**config.mk**
```make
export PLATFORM = sky130hd
export DESIGN_NAME = bk_subtractor_pipe
export DESIGN_NICKNAME = d
export VERILOG_FILES = /design/src/rtl/bk_subtractor_pipe.sv
export SDC_FILE = /design/constraint.sdc
export NUM_CORES = 1
export LEC_CHECK = 0
export ABC_AREA = 1
export CAP_MARGIN = 20
export CORE_AREA = 2 2 79 111
export DETAILED_ROUTE_END_ITERATION = 10
export DIE_AREA = 0 0 81 113
export HOLD_SLACK_MARGIN = 0.03
export PLACE_DENSITY = 0.88
export SKIP_LAST_GASP = 1
export SYNTH_ARGS = -nofsm -noshare
export SYNTH_HDL_FRONTEND = slang
export SYNTH_SLANG_ARGS = --single-unit
```
**constraint.sdc**
```tcl
create_clock -name clk -period 2.7 [get_ports clk]
set_input_delay 0.54 -clock clk [delete_from_list [all_inputs] [get_ports clk]]
set_output_delay 0.54 -clock clk [all_outputs]
set_load 0.03 [all_outputs]
```
**src/rtl/bk_subtractor_pipe.sv**
```systemverilog
// Three-stage pipelined Brent-Kung prefix subtractor: diff = a + ~b + ~bin.
// Stage 1 forms bitwise (g,p), stage 2 runs the up-sweep, stage 3 the down-sweep and sum.
module bk_subtractor_pipe #(
    parameter int WIDTH = 16
) (
    input  logic             clk,
    input  logic             rst_n,
    input  logic             in_valid,
    output logic             in_ready,
    input  logic [WIDTH-1:0] a,
    input  logic [WIDTH-1:0] b,
    input  logic             bin,
    output logic             out_valid,
    input  logic             out_ready,
    output logic [WIDTH-1:0] diff,
    output logic             bout,
    output logic             ovf,
    output logic             zero
);
    localparam int LOG = $clog2(WIDTH);

    // Handshake: a stage advances when it is empty or the stage after it advances.
    // Transfers happen on in_valid & in_ready and on out_valid & out_ready.
    logic w_adv1, w_adv2, w_adv3;

    logic             r_s1_v, r_s1_cin, r_s1_sa, r_s1_sb;
    logic [WIDTH-1:0] r_s1_g, r_s1_p;

    logic             r_s2_v, r_s2_cin, r_s2_sa, r_s2_sb;
    logic [WIDTH-1:0] r_s2_gg, r_s2_gp, r_s2_p;

    logic             r_s3_v, r_bout, r_ovf, r_zero;
    logic [WIDTH-1:0] r_diff;

    logic [WIDTH-1:0] w_up_g, w_up_p, w_dn_g, w_c, w_diff;
    logic             w_cout, w_ovf;

    assign w_adv3   = ~r_s3_v | out_ready;
    assign w_adv2   = ~r_s2_v | w_adv3;
    assign w_adv1   = ~r_s1_v | w_adv2;
    assign in_ready = w_adv1;

    assign out_valid = r_s3_v;
    assign diff      = r_diff;
    assign bout      = r_bout;
    assign ovf       = r_ovf;
    assign zero      = r_zero;

    always_ff @(posedge clk or negedge rst_n) begin
        if (!rst_n) begin
            r_s1_v   <= 1'b0;
            r_s1_g   <= '0;
            r_s1_p   <= '0;
            r_s1_cin <= 1'b0;
            r_s1_sa  <= 1'b0;
            r_s1_sb  <= 1'b0;
        end else begin
            if (w_adv1) r_s1_v <= in_valid;
            if (w_adv1 && in_valid) begin
                r_s1_g   <= a & ~b;
                r_s1_p   <= a ^ ~b;
                r_s1_cin <= ~bin;
                r_s1_sa  <= a[WIDTH-1];
                r_s1_sb  <= b[WIDTH-1];
            end
        end
    end

    // Carry-in is folded into bit 0 first, so every group touching bit 0 has P = 0.
    always_comb begin : up_sweep
        logic [WIDTH-1:0] g;
        logic [WIDTH-1:0] p;
        g    = r_s1_g;
        p    = r_s1_p;
        g[0] = r_s1_g[0] | (r_s1_p[0] & r_s1_cin);
        p[0] = 1'b0;
        for (int l = 0; l < LOG; l++) begin
            for (int i = (2 << l) - 1; i < WIDTH; i += (2 << l)) begin
                g[i] = g[i] | (p[i] & g[i - (1 << l)]);
                p[i] = p[i] & p[i - (1 << l)];
            end
        end
        w_up_g = g;
        w_up_p = p;
    end

    always_ff @(posedge clk or negedge rst_n) begin
        if (!rst_n) begin
            r_s2_v   <= 1'b0;
            r_s2_gg  <= '0;
            r_s2_gp  <= '0;
            r_s2_p   <= '0;
            r_s2_cin <= 1'b0;
            r_s2_sa  <= 1'b0;
            r_s2_sb  <= 1'b0;
        end else begin
            if (w_adv2) r_s2_v <= r_s1_v;
            if (w_adv2 && r_s1_v) begin
                r_s2_gg  <= w_up_g;
                r_s2_gp  <= w_up_p;
                r_s2_p   <= r_s1_p;
                r_s2_cin <= r_s1_cin;
                r_s2_sa  <= r_s1_sa;
                r_s2_sb  <= r_s1_sb;
            end
        end
    end

    // Down-sweep grey cells fill in the prefixes the up-sweep left partial.
    always_comb begin : down_sweep
        logic [WIDTH-1:0] g;
        g = r_s2_gg;
        for (int l = LOG - 2; l >= 0; l--) begin
            for (int i = 3 * (1 << l) - 1; i < WIDTH; i += (2 << l)) begin
                g[i] = g[i] | (r_s2_gp[i] & g[i - (1 << l)]);
            end
        end
        w_dn_g = g;
    end

    assign w_c    = {w_dn_g[WIDTH-2:0], r_s2_cin};
    assign w_diff = r_s2_p ^ w_c;
    assign w_cout = w_dn_g[WIDTH-1];
    assign w_ovf  = (r_s2_sa != r_s2_sb) && (w_diff[WIDTH-1] != r_s2_sa);

    always_ff @(posedge clk or negedge rst_n) begin
        if (!rst_n) begin
            r_s3_v <= 1'b0;
            r_diff <= '0;
            r_bout <= 1'b0;
            r_ovf  <= 1'b0;
            r_zero <= 1'b0;
        end else begin
            if (w_adv3) r_s3_v <= r_s2_v;
            if (w_adv3 && r_s2_v) begin
                r_diff <= w_diff;
                r_bout <= ~w_cout;
                r_ovf  <= w_ovf;
                r_zero <= ~|w_diff;
            end
        end
    end

endmodule

```
==> results.py <==
# Metrics from the implementation run
metrics = {
    "outcome": {
        "status": "completed",
    },
    "final_timing": {
        "hold_ws_ns": 0.180,
        "fin_worst_skew_ns": 0.00482,
        "fmax_mhz": 414,
        "worstMarginPinSlew_ns": 0.535,
    },
    "power_and_ir_drop": {
        "power_mw": 5.47,
        "power_leakage_nw": 2.63,
        "top_power_group": "registers",
    },
    "finish": {
        "clockNetworkAreaShare_pct": 6.32,
        "buffers": 61,
        "fin_cells": 620,
    },
    "placed_design": {
        "globalplace.congestion": 0.790,
    },
    "global_routing": {
        "grt_pass1_vias": 3182,
        "grt.overflow.total": 0,
        "grt_start_max_net_pins": 63,
    },
    "clocking": {
        "cts_num_sinks": 96,
        "hold_buffers": 0,
    },
    "setup_path": {
        "crit_arrival_ns": 1.88,
        "slowest_delay_ns": 0.68,
        "critical_path_cell_count": 4,
    },
    "detailed_routing": {
        "drc": 0,
    },
    "synth": {
        "yosys_warnings": 0,
    },
}
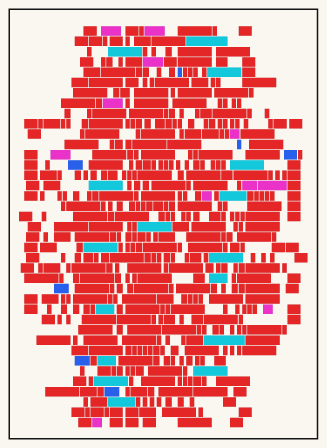
(cell sizes after repair)
legend:
  drive 2:
    colour: blue
    cells: 7
  drive 1 or less:
    colour: red
    cells: 484
  drive 3 to 4:
    colour: magenta
    cells: 11
  drive 6 and up:
    colour: cyan
    cells: 16
final worst slack: 0.285 ns
synth-to-layout area growth: 21.8%

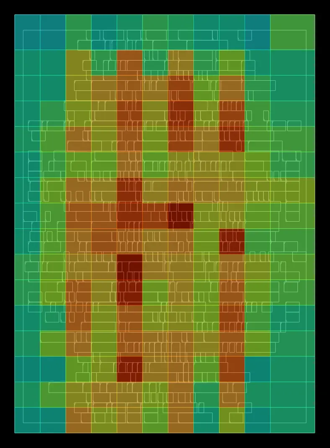
(congestion heat map)
utilization after layout: 65.2%
WL/cell: 13.6 um
most used routing layer: met2

